--- config.mk ---
export PLATFORM = sky130hd
export DESIGN_NAME = seq_generator
export DESIGN_NICKNAME = d
export VERILOG_FILES = /design/src/rtl/seq_pkg.sv /design/src/rtl/seq_shift_reg.sv /design/src/rtl/seq_generator.sv
export SDC_FILE = /design/constraint.sdc
export NUM_CORES = 1
export LEC_CHECK = 0
export CAP_MARGIN = 10
export CORE_ASPECT_RATIO = 1.25
export CORE_MARGIN = 4
export CORE_UTILIZATION = 50
export DETAILED_ROUTE_END_ITERATION = 8
export DONT_BUFFER_PORTS = 1
export PLACE_DENSITY = 0.7
export SETUP_SLACK_MARGIN = 0.02
export SYNTH_ARGS = -nofsm -noshare
export SYNTH_HDL_FRONTEND = slang
export SYNTH_SLANG_ARGS = --single-unit
--- constraint.sdc ---
create_clock -name clk -period 4.6 [get_ports clk]
set_input_delay 0.69 -clock clk [delete_from_list [all_inputs] [get_ports clk]]
set_output_delay 0.69 -clock clk [all_outputs]
set_load 0.01 [all_outputs]
--- src/rtl/seq_pkg.sv ---
// Shared types and constants for the serial pattern generator.
// Optional feature macro: SEQ_GEN_GAP_EN (adds the GAP state between repetitions).
package seq_pkg;

    localparam int SEQ_W_DEF  = 8;
    localparam int SEQ_RW_DEF = 4;
    localparam int GAP_W      = 4;

`ifdef SEQ_GEN_GAP_EN
    typedef enum logic [1:0] {
        ST_IDLE   = 2'd0,
        ST_SHIFT  = 2'd1,
        ST_GAP    = 2'd2,
        ST_FINISH = 2'd3
    } state_t;
`else
    typedef enum logic [1:0] {
        ST_IDLE   = 2'd0,
        ST_SHIFT  = 2'd1,
        ST_FINISH = 2'd3
    } state_t;
`endif

endpackage

--- src/rtl/seq_shift_reg.sv ---
// Loadable MSB-first shift register. The active len bits are left-aligned
// on load, so bit_out is always the next bit to send; idx counts the bits
// still to go and last_bit flags the final one of the pass.
module seq_shift_reg
#(
    parameter int W  = 8,
    parameter int LW = $clog2(W + 1)
)
(
    input  logic          clk,
    input  logic          reset,
    input  logic          clear,
    input  logic          load,
    input  logic          shift,
    input  logic [W-1:0]  load_pattern,
    input  logic [LW-1:0] load_len,
    output logic          bit_out,
    output logic          last_bit
);

    logic [W-1:0]  sreg;
    logic [LW-1:0] idx;
    logic [LW-1:0] align_sh;

    // load_len is already clamped to W by the caller, so this never underflows
    assign align_sh = LW'(W) - load_len;

    // Shift data and bit-index down-counter; load wins over shift for a seamless reload.
    always_ff @(posedge clk or negedge reset) begin
        if (!reset) begin
            sreg <= '0;
            idx  <= '0;
        end else if (clear) begin
            sreg <= '0;
            idx  <= '0;
        end else if (load) begin
            sreg <= load_pattern << align_sh;
            idx  <= load_len - LW'(1);
        end else if (shift) begin
            sreg <= {sreg[W-2:0], 1'b0};
            idx  <= idx - LW'(1);
        end
    end

    assign bit_out  = sreg[W-1];
    assign last_bit = (idx == '0);

endmodule

--- src/rtl/seq_generator.sv ---
// Serial pattern generator: sends len bits of pattern MSB-first, reps times,
// then pulses done. Optional feature macro: SEQ_GEN_GAP_EN adds a gap_len
// input and idle GAP cycles between repetitions.
//
// state     | meaning
// ----------+----------------------------------------------------------
// ST_IDLE   | waiting for start; inputs captured on start
// ST_SHIFT  | one pattern bit per clock on x with valid=1
// ST_GAP    | idle spacing between repetitions (SEQ_GEN_GAP_EN only)
// ST_FINISH | one-cycle done pulse, then back to idle
module seq_generator
    import seq_pkg::*;
#(
    parameter int W  = SEQ_W_DEF,
    parameter int RW = SEQ_RW_DEF,
    localparam int LW = $clog2(W + 1)
)
(
    input  logic             clk,
    input  logic             reset,
    input  logic             start,
    input  logic             abort,
    input  logic [W-1:0]     pattern,
    input  logic [LW-1:0]    len,
    input  logic [RW-1:0]    reps,
`ifdef SEQ_GEN_GAP_EN
    input  logic [GAP_W-1:0] gap_len,
`endif
    output logic             x,
    output logic             valid,
    output logic             busy,
    output logic             done
);

    state_t          state;
    state_t          state_nx;
    logic [W-1:0]    pat_q;
    logic [LW-1:0]   len_q;
    logic [RW-1:0]   reps_left;
    logic [LW-1:0]   len_c;
    logic            take_start;
    logic            sr_load;
    logic            sr_shift;
    logic            sr_clear;
    logic            bit_out;
    logic            last_bit;
    logic [W-1:0]    ld_pat;
    logic [LW-1:0]   ld_len;
`ifdef SEQ_GEN_GAP_EN
    logic [GAP_W-1:0] gap_len_q;
    logic [GAP_W-1:0] gap_cnt;
`endif

    assign len_c  = (len > LW'(W)) ? LW'(W) : len;
    assign ld_pat = take_start ? pattern : pat_q;
    assign ld_len = take_start ? len_c   : len_q;

    // State register.
    always_ff @(posedge clk or negedge reset) begin
        if (!reset) begin
            state <= ST_IDLE;
        end else begin
            state <= state_nx;
        end
    end

    // Next-state and shifter control; abort overrides everything, including start.
    always_comb begin
        state_nx   = state;
        take_start = 1'b0;
        sr_load    = 1'b0;
        sr_shift   = 1'b0;
        sr_clear   = 1'b0;
        if (abort) begin
            state_nx = ST_IDLE;
            sr_clear = 1'b1;
        end else begin
            case (state)
                ST_IDLE: begin
                    if (start) begin
                        take_start = 1'b1;
                        if (len_c == '0 || reps == '0) begin
                            state_nx = ST_FINISH;
                        end else begin
                            state_nx = ST_SHIFT;
                            sr_load  = 1'b1;
                        end
                    end
                end
                ST_SHIFT: begin
                    sr_shift = 1'b1;
                    if (last_bit) begin
                        if (reps_left > RW'(1)) begin
`ifdef SEQ_GEN_GAP_EN
                            if (gap_len_q != '0) begin
                                state_nx = ST_GAP;
                            end else begin
                                sr_load = 1'b1;
                            end
`else
                            sr_load = 1'b1;
`endif
                        end else begin
                            state_nx = ST_FINISH;
                        end
                    end
                end
`ifdef SEQ_GEN_GAP_EN
                ST_GAP: begin
                    if (gap_cnt <= GAP_W'(1)) begin
                        state_nx = ST_SHIFT;
                        sr_load  = 1'b1;
                    end
                end
`endif
                ST_FINISH: begin
                    state_nx = ST_IDLE;
                end
                default: begin
                    state_nx = ST_IDLE;
                end
            endcase
        end
    end

    // Captured configuration, remaining-reps and gap down-counters.
    always_ff @(posedge clk or negedge reset) begin
        if (!reset) begin
            pat_q     <= '0;
            len_q     <= '0;
            reps_left <= '0;
`ifdef SEQ_GEN_GAP_EN
            gap_len_q <= '0;
            gap_cnt   <= '0;
`endif
        end else if (abort) begin
            reps_left <= '0;
`ifdef SEQ_GEN_GAP_EN
            gap_cnt   <= '0;
`endif
        end else begin
            if (take_start) begin
                pat_q     <= pattern;
                len_q     <= len_c;
                reps_left <= reps;
`ifdef SEQ_GEN_GAP_EN
                gap_len_q <= gap_len;
`endif
            end else if (state == ST_SHIFT && last_bit) begin
                reps_left <= reps_left - RW'(1);
            end
`ifdef SEQ_GEN_GAP_EN
            if (state == ST_SHIFT && state_nx == ST_GAP) begin
                gap_cnt <= gap_len_q;
            end else if (state == ST_GAP) begin
                gap_cnt <= gap_cnt - GAP_W'(1);
            end
`endif
        end
    end

    seq_shift_reg #(
        .W  (W),
        .LW (LW)
    ) u_shift (
        .clk          (clk),
        .reset        (reset),
        .clear        (sr_clear),
        .load         (sr_load),
        .shift        (sr_shift),
        .load_pattern (ld_pat),
        .load_len     (ld_len),
        .bit_out      (bit_out),
        .last_bit     (last_bit)
    );

    assign valid = (state == ST_SHIFT);
    assign x     = valid & bit_out;
    assign busy  = (state != ST_IDLE);
    assign done  = (state == ST_FINISH);

endmodule
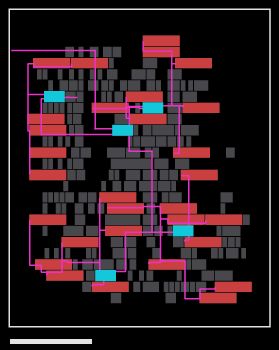
clock_map.png
Bar = 20 um.
[flip-flops] red | count: 30
[cells driving clock nets] cyan | count: 5
[clock wires] magenta | length: 425 um
flops lie: widely spread
clk ins delay skew pair: 290 ps
clock group power: 0.221 mW

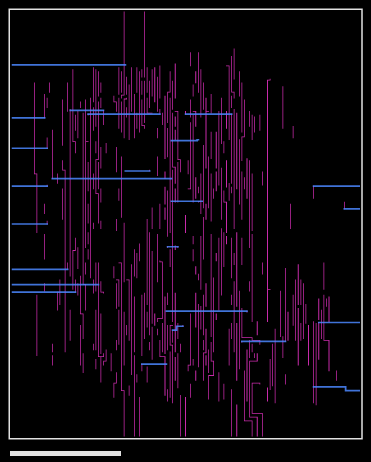
metal_stack.png
Bar = 20 um. Only two layers are drawn.
[met3] blue | wire length: 203 um
[met2] magenta | wire length: 2,140 um
DR vias: 1,530
gr usage total: 18.57%
Routed WL: 4161 um

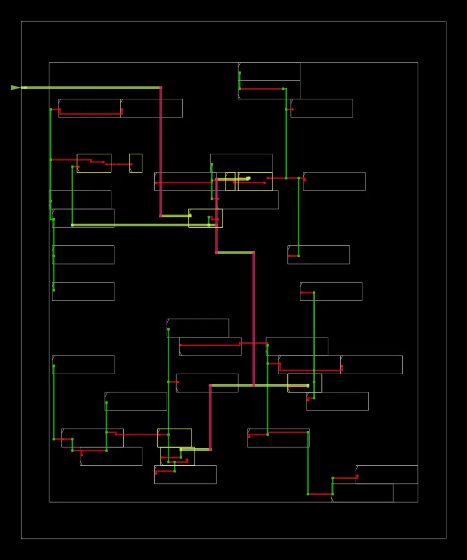
final_clocks.png
clock sink total: 30
flop count: 30
Num CTS Buffers: 5
clock skew: 8.352 ps
clkbuf count: 7

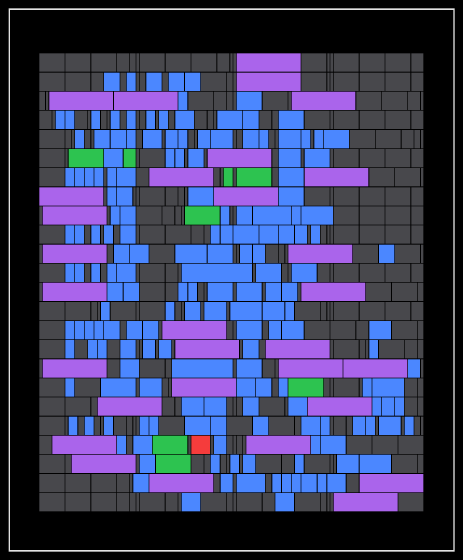
cell_classes.png
Fill, decap, tap and diode cells in gray.
[all other logic] blue | cells: 174
[flip-flops] purple | cells: 30
[clock drivers and dummy loads] green | cells: 8
[other buffers and delay cells] red | cells: 1
Seq/total area: 37.57%
Finished Cell Area: 1998 sq um
num rows: 24
fin util: 55.92%
core area: 3573 sq um

==> flow_summary.toml <==
# physical design summary
[status]
status = "finished, final reports clean"

[logic_synthesis]
yosys_area_sq_um = 1896
yosysCellCount = 213
postSynthAreaPerCell_sq_um = 8.899
synth.distinct_cells = 42
ys_seq_share_pct = 39.60
floorplan.nets = 237
ys.flops = 30
netlist_area_sq_um = 1896
synth_warnings = 0
synth-edff-count = 0
synthArstFlopShare_pct = 100.0
yosys_most_used_dff = "dfrtp_1"
postSynthCellCount = 213

[worst_setup_path]
worst-setup-path-type = "register to register"
crit_path_start = "state[0]"
r2r_setup_slack_ps = 1520
cp_max_fo = 13
critPathCapture = "u_shift.sreg[6]"
r2r_cells = 8
r2r_start = "state[0]"
cp-end-kind = "register"
worst-endpoint-required_ps = 4780
arrival_ps = 3260
regToRegEndpoint = "u_shift.sreg[6]"
startpoint_type = "register"

[clock_network]
post_cts_resized = 0
cts_tree = "built"
clk_pin_slew_ps = 70
ctsHoldBuffers = 0
clock_path_buffers = 2
cts.htree.levels = 2
clockRootBuffer = "clkbuf_8"
post_cts.repair.setup_buffers = 0

[pwr]
p_sw_share_pct = 36.06
comb_power_share_pct = 37.1
totalPowerFinal_mw = 0.9456
sequentialPowerShare_pct = 39.6
p_int_mw = 0.6046
vdd_drop_max_mv = 0.2601
switchingPower_mw = 0.3410
clkPwrFrac_pct = 23.3
power_density_nw_per_um2 = 473.2
leakagePower_nw = 0.9113

[die]
initial_core_util_pct = 53.05
die_w_um = 63.07
die_h_um = 76.84
ios = 24
die_area_sq_um = 4846

[grt]
grt_busiest_layer = "met2"
met2_usage_pct = 31.57
grt_max_degree = 31
overflow = 0
grt_antenna_before_repair = 0
grt_pass1_wl_um = 7176
grt_use_met1_pct = 22.62
grt_pass1_vias = 1556
use_met3_pct = 4.532

[detailed_routing]
via_per_inst = 6.071
wl_met1_um = 1757
wl_met3_um = 202
wl_met2_um = 2141
drt-pass1-iter-count = 5
top_layer_used = "met4"
ant_nets = 0
drt-initial-drc-count = 55
drc = 0
routedWlPerCell_um = 16.51

[finish]
drive_gt1_share_pct = 7.981
lay_top_cells = "nand2_1, dfrtp_1, mux2i_1"
nets = 236
area_growth_pct = 5.413
final_cells = 252
lay_top_count = "nand2_1"
n_antenna_cell = 0

[timing]
slew_headroom_pct = 49.58
fin_crit_ps = 3084
finalWorstSetupSlack_ps = 1516
hold_viol_final = 0
worst_pin_slew_ps = 752.8
drv_slew = 0
fin_hold_ws_ps = 85.36
fmax_ghz = 0.3243
setup_viol = 0
rsz0062_at_grt = "false"
final.setup.tns_ps = 0
post-route-period-util_pct = 67.03

[place]
place_ws_ps = 1349
hpwl_um = 3100
place_congestion = 0.8291
numPortBuffers = 0
placed_area_sq_um = 1907
dp_cells = 244

[worst_hold_path]
hold_class = "input port to asynchronous set/reset pin"

[flow_run]
log.warning_count = 27
cap_violations = 0
-- power by group through the flow --
stage	clock network [mW]	logic, mW	registers (mW)
after floorplan	0	0.300	0.361
final	0.221	0.350	0.375
after global placement	0	0.333	0.373
after global routing	0.238	0.390	0.383
after CTS	0.224	0.350	0.374
after detailed placement	0	0.348	0.378
-- sequential cells by signal, summed over array words and instances (netlist names) --
name and cells:
u_shift.idx 4, u_shift.sreg 8, state 2, reps_left 4
len_q 4, pat_q 8
-- kinds of logic after synthesis --
group                      synth area share, %
buffers and inverters                    3.762
AOI/OAI and AO/OA                        15.38
DFF                                      39.60
and+or+nand+nor                          23.89
muxes                                    10.03
adders and majority gates                2.640
xor gates and xnor gates                 4.687
-- cell usage after synthesis, types with 3 or more instances --
cell	count	area share [%]
nor2b_1	9	3.0
mux2i_1	15	7.9
o21a_1	3	1.2
xnor2_1	3	1.4
a211oi_1	10	4.0
nor2_1	12	2.4
o21ai_0	4	1.1
nand2_1	52	10
nand2b_1	5	1.7
ha_1	4	2.6
a21oi_1	3	0.79
buf_2	3	0.79
xor2_1	4	1.8
a31oi_1	9	3.0
o22ai_1	5	1.7
dfrtp_1	30	40
nor3_1	5	1.3
buf_1	3	0.59
inv_1	6	1.2
-- critical path, stage by stage (launching register included) --
cell,delay (ps)
dfrtp_1,470
or4b_1,790
o21ai_0,440
inv_1,90
ha_1,250
xnor2_4,280
mux2i_1,280
nor2_1,70
a211o_1,310
-- area by class of cell --
class	instances	area, sq um
clock buffers	7	86.33
clock inverters	1	5.005
fillers	305	1575
inverters	7	26.28
multi-input cells	167	1074
flip-flops and latches	30	750.7
well taps	39	48.80
repair buffers	1	7.507
Power and IR drop assume default switching activity.
